==> src/rtl/rect_swap_engine.sv <==
// rect_swap_engine: randomized checkerboard-swap engine over a ROWS x COLS
// binary matrix held in flip-flops.
//
// Each attempt draws two distinct rows and two distinct columns from a 32-bit
// Galois LFSR. The four corner cells are complemented when they form an
// alternating 2x2 pattern, which leaves every row and column sum unchanged.
//
// Ports:
//   clk, rst_n      clock, asynchronous active-low reset
//   wr_en/wr_row/wr_data  write one matrix row (accepted in IDLE only)
//   rd_row/rd_data  combinational row read from the matrix store
//   start/num_swaps begin a run of num_swaps attempts
//   busy            run in progress (PICK/EVAL)
//   done            one-cycle end-of-run pulse
//   attempt_count   attempts completed in the current/last run
//   swap_count      successful swaps in the current/last run
//
// Optional feature: define RECT_SWAP_STATS_EN to build the swap counter;
// without it swap_count is tied to zero.

module rect_swap_engine #(
    parameter int unsigned ROWS  = 4,
    parameter int unsigned COLS  = 4,
    parameter int unsigned CNT_W = 12,
    parameter logic [31:0] SEED  = 32'hACE1_2468,
    localparam int unsigned RW   = (ROWS > 2) ? $clog2(ROWS) : 1,
    localparam int unsigned CW   = (COLS > 2) ? $clog2(COLS) : 1
) (
    input  logic             clk,
    input  logic             rst_n,
    input  logic             wr_en,
    input  logic [RW-1:0]    wr_row,
    input  logic [COLS-1:0]  wr_data,
    input  logic [RW-1:0]    rd_row,
    output logic [COLS-1:0]  rd_data,
    input  logic             start,
    input  logic [CNT_W-1:0] num_swaps,
    output logic             busy,
    output logic             done,
    output logic [CNT_W-1:0] attempt_count,
    output logic [CNT_W-1:0] swap_count
);

    // Feedback mask for x^32 + x^22 + x^2 + x + 1 in right-shifting Galois form.
    localparam logic [31:0] LFSR_MASK = 32'h8020_0003;
    localparam bit ROWS_P2 = (ROWS == (32'd1 << RW));
    localparam bit COLS_P2 = (COLS == (32'd1 << CW));

    typedef enum logic [1:0] {
        S_IDLE = 2'd0,
        S_PICK = 2'd1,
        S_EVAL = 2'd2,
        S_DONE = 2'd3
    } state_t;

    state_t           r_state;
    logic [COLS-1:0]  r_mat [ROWS];
    logic [31:0]      r_lfsr;
    logic [CNT_W-1:0] r_num;
    logic [CNT_W-1:0] r_att;
    logic [RW-1:0]    r_r1;
    logic [RW-1:0]    r_r2;
    logic [CW-1:0]    r_c1;
    logic [CW-1:0]    r_c2;
    logic             r_busy;
    logic             r_done;

    logic [31:0]      w_lfsr_next;
    logic [RW-1:0]    w_r1;
    logic [RW-1:0]    w_r2;
    logic [CW-1:0]    w_c1;
    logic [CW-1:0]    w_c2;
    logic             w_rows_ok;
    logic             w_cols_ok;
    logic             w_wr_ok;
    logic             w_valid;
    logic             w_m11;
    logic             w_m12;
    logic             w_m21;
    logic             w_m22;
    logic             w_flip;
    logic [CNT_W-1:0] w_att_next;

    // Index draw from the current LFSR value.
    assign w_lfsr_next = {1'b0, r_lfsr[31:1]} ^ (r_lfsr[0] ? LFSR_MASK : 32'h0);
    assign w_r1 = r_lfsr[RW-1:0];
    assign w_r2 = r_lfsr[2*RW-1:RW];
    assign w_c1 = r_lfsr[2*RW+CW-1:2*RW];
    assign w_c2 = r_lfsr[2*RW+2*CW-1:2*RW+CW];

    // Range checks collapse to constants when the dimension is a power of two.
    if (ROWS_P2) begin : g_rows_p2
        assign w_rows_ok = 1'b1;
        assign w_wr_ok   = 1'b1;
        assign rd_data   = r_mat[rd_row];
    end else begin : g_rows_np2
        assign w_rows_ok = (w_r1 < RW'(ROWS)) && (w_r2 < RW'(ROWS));
        assign w_wr_ok   = (wr_row < RW'(ROWS));
        assign rd_data   = (rd_row < RW'(ROWS)) ? r_mat[rd_row] : '0;
    end

    if (COLS_P2) begin : g_cols_p2
        assign w_cols_ok = 1'b1;
    end else begin : g_cols_np2
        assign w_cols_ok = (w_c1 < CW'(COLS)) && (w_c2 < CW'(COLS));
    end

    assign w_valid = w_rows_ok && w_cols_ok && (w_r1 != w_r2) && (w_c1 != w_c2);

    // Corner cells of the registered draw; an alternating 2x2 pattern flips.
    assign w_m11  = r_mat[r_r1][r_c1];
    assign w_m12  = r_mat[r_r1][r_c2];
    assign w_m21  = r_mat[r_r2][r_c1];
    assign w_m22  = r_mat[r_r2][r_c2];
    assign w_flip = (w_m11 == w_m22) && (w_m12 == w_m21) && (w_m11 != w_m12);

    assign w_att_next = r_att + CNT_W'(1);

    // Control FSM, matrix store, LFSR and attempt counter.
    always_ff @(posedge clk or negedge rst_n) begin
        if (!rst_n) begin
            r_state <= S_IDLE;
            for (int i = 0; i < int'(ROWS); i++) begin
                r_mat[i] <= '0;
            end
            r_lfsr <= SEED;
            r_num  <= '0;
            r_att  <= '0;
            r_r1   <= '0;
            r_r2   <= '0;
            r_c1   <= '0;
            r_c2   <= '0;
            r_busy <= 1'b0;
            r_done <= 1'b0;
        end else begin
            r_done <= 1'b0;
            case (r_state)
                S_IDLE: begin
                    if (wr_en && w_wr_ok) begin
                        r_mat[wr_row] <= wr_data;
                    end
                    if (start) begin
                        r_num <= num_swaps;
                        r_att <= '0;
                        if (num_swaps == '0) begin
                            r_state <= S_DONE;
                        end else begin
                            r_state <= S_PICK;
                            r_busy  <= 1'b1;
                        end
                    end
                end
                S_PICK: begin
                    r_lfsr <= w_lfsr_next;
                    if (w_valid) begin
                        r_r1    <= w_r1;
                        r_r2    <= w_r2;
                        r_c1    <= w_c1;
                        r_c2    <= w_c2;
                        r_state <= S_EVAL;
                    end
                end
                S_EVAL: begin
                    if (w_flip) begin
                        r_mat[r_r1][r_c1] <= ~w_m11;
                        r_mat[r_r1][r_c2] <= ~w_m12;
                        r_mat[r_r2][r_c1] <= ~w_m21;
                        r_mat[r_r2][r_c2] <= ~w_m22;
                    end
                    r_att <= w_att_next;
                    if (w_att_next == r_num) begin
                        r_state <= S_DONE;
                        r_busy  <= 1'b0;
                    end else begin
                        r_state <= S_PICK;
                    end
                end
                S_DONE: begin
                    r_done  <= 1'b1;
                    r_state <= S_IDLE;
                end
                default: begin
                    r_state <= S_IDLE;
                    r_busy  <= 1'b0;
                end
            endcase
        end
    end

`ifdef RECT_SWAP_STATS_EN
    logic [CNT_W-1:0] r_swp;

    // Successful-swap counter, cleared when a run is accepted.
    always_ff @(posedge clk or negedge rst_n) begin
        if (!rst_n) begin
            r_swp <= '0;
        end else if ((r_state == S_IDLE) && start) begin
            r_swp <= '0;
        end else if ((r_state == S_EVAL) && w_flip) begin
            r_swp <= r_swp + CNT_W'(1);
        end
    end

    assign swap_count = r_swp;
`else
    assign swap_count = '0;
`endif

    assign busy          = r_busy;
    assign done          = r_done;
    assign attempt_count = r_att;

endmodule

==> config.mk <==
export PLATFORM = sky130hd
export DESIGN_NAME = rect_swap_engine
export DESIGN_NICKNAME = d
export VERILOG_FILES = /design/src/rtl/rect_swap_engine.sv
export SDC_FILE = /design/constraint.sdc
export NUM_CORES = 1
export LEC_CHECK = 0
export CAP_MARGIN = 5
export CORE_MARGIN = 4
export CORE_UTILIZATION = 50
export CTS_CLUSTER_DIAMETER = 30
export CTS_CLUSTER_SIZE = 12
export DETAILED_ROUTE_END_ITERATION = 16
export PLACE_DENSITY = 0.72
export SYNTH_ARGS = -nofsm -noshare
export SYNTH_HDL_FRONTEND = slang
export SYNTH_SLANG_ARGS = --single-unit
==> constraint.sdc <==
create_clock -name clk -period 3.9 [get_ports clk]
set_input_delay 1.17 -clock clk [delete_from_list [all_inputs] [get_ports clk]]
set_output_delay 1.17 -clock clk [all_outputs]
set_load 0.005 [all_outputs]
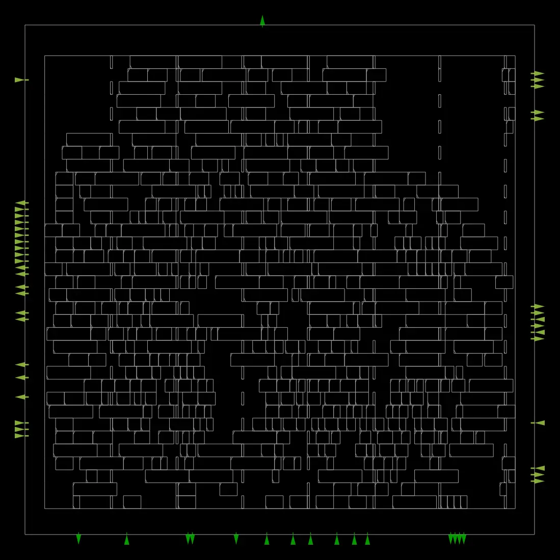
*Cell placement*
Tap Cells: 129
core area: 9420 um^2
row count: 35
Flops: 84

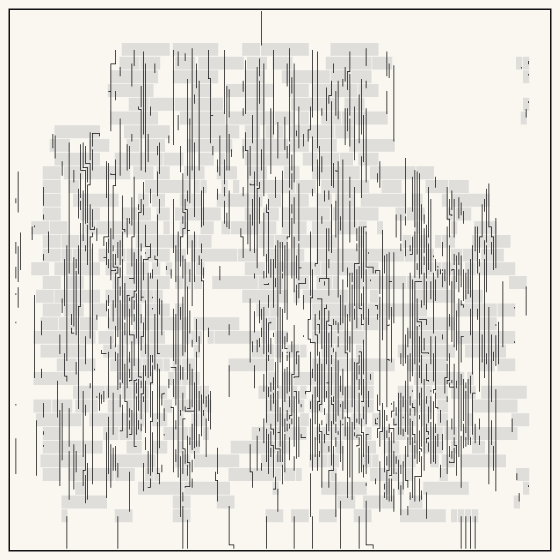
*Signal wires on met2*
Cells faint in the background.
main direction	vertical
share of all routed wire	49%
wire length on this layer	5,550 um
nets with wire on the layer	480
longest straight run	48.6 um
via count: 3,882
grt met2 use: 34.6%

==> flow_metrics.env <==
# physical design summary
export IMPL_n_clock_buffer=9
export IMPL_syn_to_final_growth_pct=13.0
export IMPL_ff2ff_path_depth=6
export IMPL_met1_usage_pct=26.5
export IMPL_combPwrFrac_pct=4.6
export IMPL_p_comb_uw=70.8
export IMPL_avgSynthCellArea_um2=10.4
export IMPL_crit_chain="clkdlybuf4s50_1 -> mux4_2 -> clkdlybuf4s50_1"
export IMPL_cts_resized_gates=1
export IMPL_clkSinkCount=84
export IMPL_m1WireLength_um=4860
export IMPL_vias_per_cell=6.07
export IMPL_powerClk_uw=587
export IMPL_yosys_area_share_xor_xnor_pct=4.64
export IMPL_leakage_nw=2.18
export IMPL_grt_max_degree=43
export IMPL_grt_pass1_vias=3891
export IMPL_initial_core_util_pct=52.1
export IMPL_yosysMostFrequentCell="dfrtp_1"
export IMPL_routed_wl_met2_um=5550
export IMPL_grt_pass1_wl_um=19000
export IMPL_max_slew_margin_pct=39.5
export IMPL_path_class="in -> out"
export IMPL_crit_slowest_cell="clkdlybuf4s50_1"
export IMPL_wl_per_cell_um=17.8
export IMPL_cts_buffers=9
export IMPL_status="finished clean"
export IMPL_hold_depth=1
export IMPL_fin_tns_setup_ps=0
export IMPL_final_common_cell="dfrtp_1"
export IMPL_final_setup_worst_slack_ps=221
export IMPL_ys_flops=84
export IMPL_path_max_fanout=4
export IMPL_final_net_count=531
export IMPL_top_power_group="sequential cells"
export IMPL_drive_above_1_share_pct=20.7
export IMPL_mux_area_share_pct=16.3
export IMPL_topRoutingLayerUsed="met4"
export IMPL_non_clock_inverter_count=6
export IMPL_hold_viol=0
export IMPL_max_cap_violations=0
export IMPL_top_register="r_lfsr"
export IMPL_num_fill_cells=820
export IMPL_synthTopCellsByCount="dfrtp_1, mux2_2, nor2_1"
export IMPL_yosys_area_share_simple_pct=16.6
export IMPL_min_period_ps=3680
export IMPL_end_kind="output pin"
export IMPL_regArea_um2=2120
export IMPL_crit_arrival_ps=2510
export IMPL_switchingPower_uw=388
export IMPL_powerDensity_nw_per_um2=276
export IMPL_dpl_instance_area_um2=5370
export IMPL_r2r_start="r_r1[0]"
export IMPL_insertion_delay_ps=370
export IMPL_logic_area_um2=2620
export IMPL_warnings=26
export IMPL_switching_share_pct=25.3
export IMPL_critPathLaunch="rd_row[1]"
export IMPL_fmaxAchievable_ghz=0.272
export IMPL_grt_ovfl_total=0
export IMPL_post_cts_buffers=0
export IMPL_final_core_util_pct=58.9
export IMPL_syn_instance_count=471
export IMPL_hold_class="reg -> reg"
export IMPL_grt_usage_pct=20.9
export IMPL_flop_cell="dfrtp_1"
export IMPL_chipHeight_um=107
export IMPL_min_to="r_lfsr[10]"
export IMPL_period_used_pct=94.3
export IMPL_async_reset_ff_share_pct=100
export IMPL_cp_start_kind="primary input"
export IMPL_ys_types=55
export IMPL_finalWeightedCongestion=0.885
export IMPL_rsz0062_at_grt="no"
export IMPL_drtIter0Drc=203
export IMPL_cts_root_buf="clkbuf_8"
export IMPL_crit_family="buffers and inverters"
export IMPL_ys_cells=471
export IMPL_ir_worst_vdd_mv=0.140
export IMPL_dieArea_um2=11500
export IMPL_path_depth=3
export IMPL_pre_cts_ws_ps=-68.0
export IMPL_topCellsByArea="dfrtp_1, mux2_2, dfstp_2, mux4_2, xnor2_1"
export IMPL_seq_share_pct=38.2
export IMPL_largest_register_ffs=32
export IMPL_top_cell_area_share_pct=36.2
export IMPL_cts_max_level=3
export IMPL_yosys_area_um2=4910
export IMPL_edf_count=0
export IMPL_antenna_left=0
export IMPL_ctsHoldBuffers=0
export IMPL_mostFrequentLayoutCells="dfrtp_1, mux2_2, nor2_1"
export IMPL_largest_cell_class="logic gates"
export IMPL_area_share_nonclk_buffers_pct=8.01
export IMPL_worst_hold_slack_ps=512
export IMPL_setup_viol=0
export IMPL_min_from="r_lfsr[11]"
export IMPL_die_w_um=107
export IMPL_max_stage_delay_ps=560
export IMPL_synth_logic_top_family="simple AND/OR/NAND/NOR gates"
export IMPL_seq_area_frac_synth_pct=43.1
export IMPL_cts_tree="yes"
export IMPL_skew_ps=10.8
export IMPL_pg_seq_uw=871
export IMPL_adder_share_pct=0.255
export IMPL_place_inst=624
export IMPL_fin_area_um2=5550
export IMPL_yosys_warnings=0
export IMPL_netlist_top_cell_by_area="dfrtp_1"
export IMPL_p_clk_share_pct=38.4
export IMPL_worstSetupEndpoint="rd_data[3]"
export IMPL_seq_power_share_pct=57.0
export IMPL_top_regs="r_lfsr (32), r_mat (16)"
export IMPL_grt_antenna_before_repair=0
export IMPL_busiest_layer="met2"
export IMPL_n_antenna_cell=0
export IMPL_cp_num_buf_inv=2
export IMPL_aoi_share_pct=14.7
export IMPL_logic_gates=359
export IMPL_drc=0
export IMPL_sh_comb_area_pct=47.2
export IMPL_worst_ep_required_time_ps=2730
export IMPL_post_dp_hpwl_um=8320
export IMPL_path_common_cell="clkdlybuf4s50_1"
export IMPL_wl_met3_um=687
export IMPL_internal_power_mw=1.14
export IMPL_reg2reg_slack_ps=1160
export IMPL_r2r_end="r_mat[5]"
export IMPL_finalNonFillerCells=640
export IMPL_clkSlewWorstSetupHoldPaths_ps=90
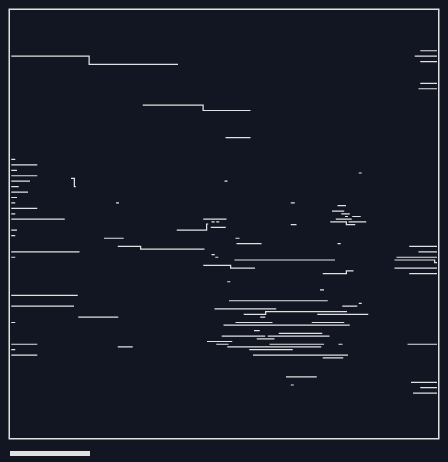
*Metal 3*
Scale bar: 20 um.
wire length on this layer	688 um
share of all routed wire	6.0%
met3 Use GR: 4.70%
Routed WL: 11,400 um

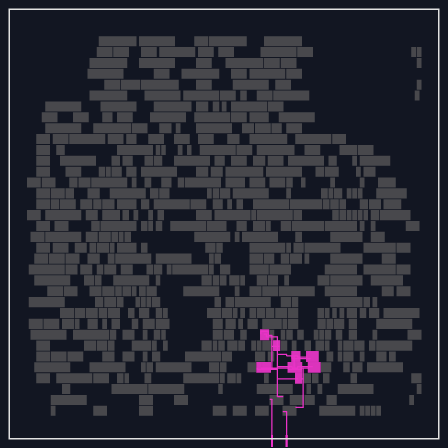
*Port wiring*
colour	port	bits	direction	edge	end cells	wire
magenta	`wr_row`	2	input	south	10	113 um
# IOs: 54
I/O Buffers: 41

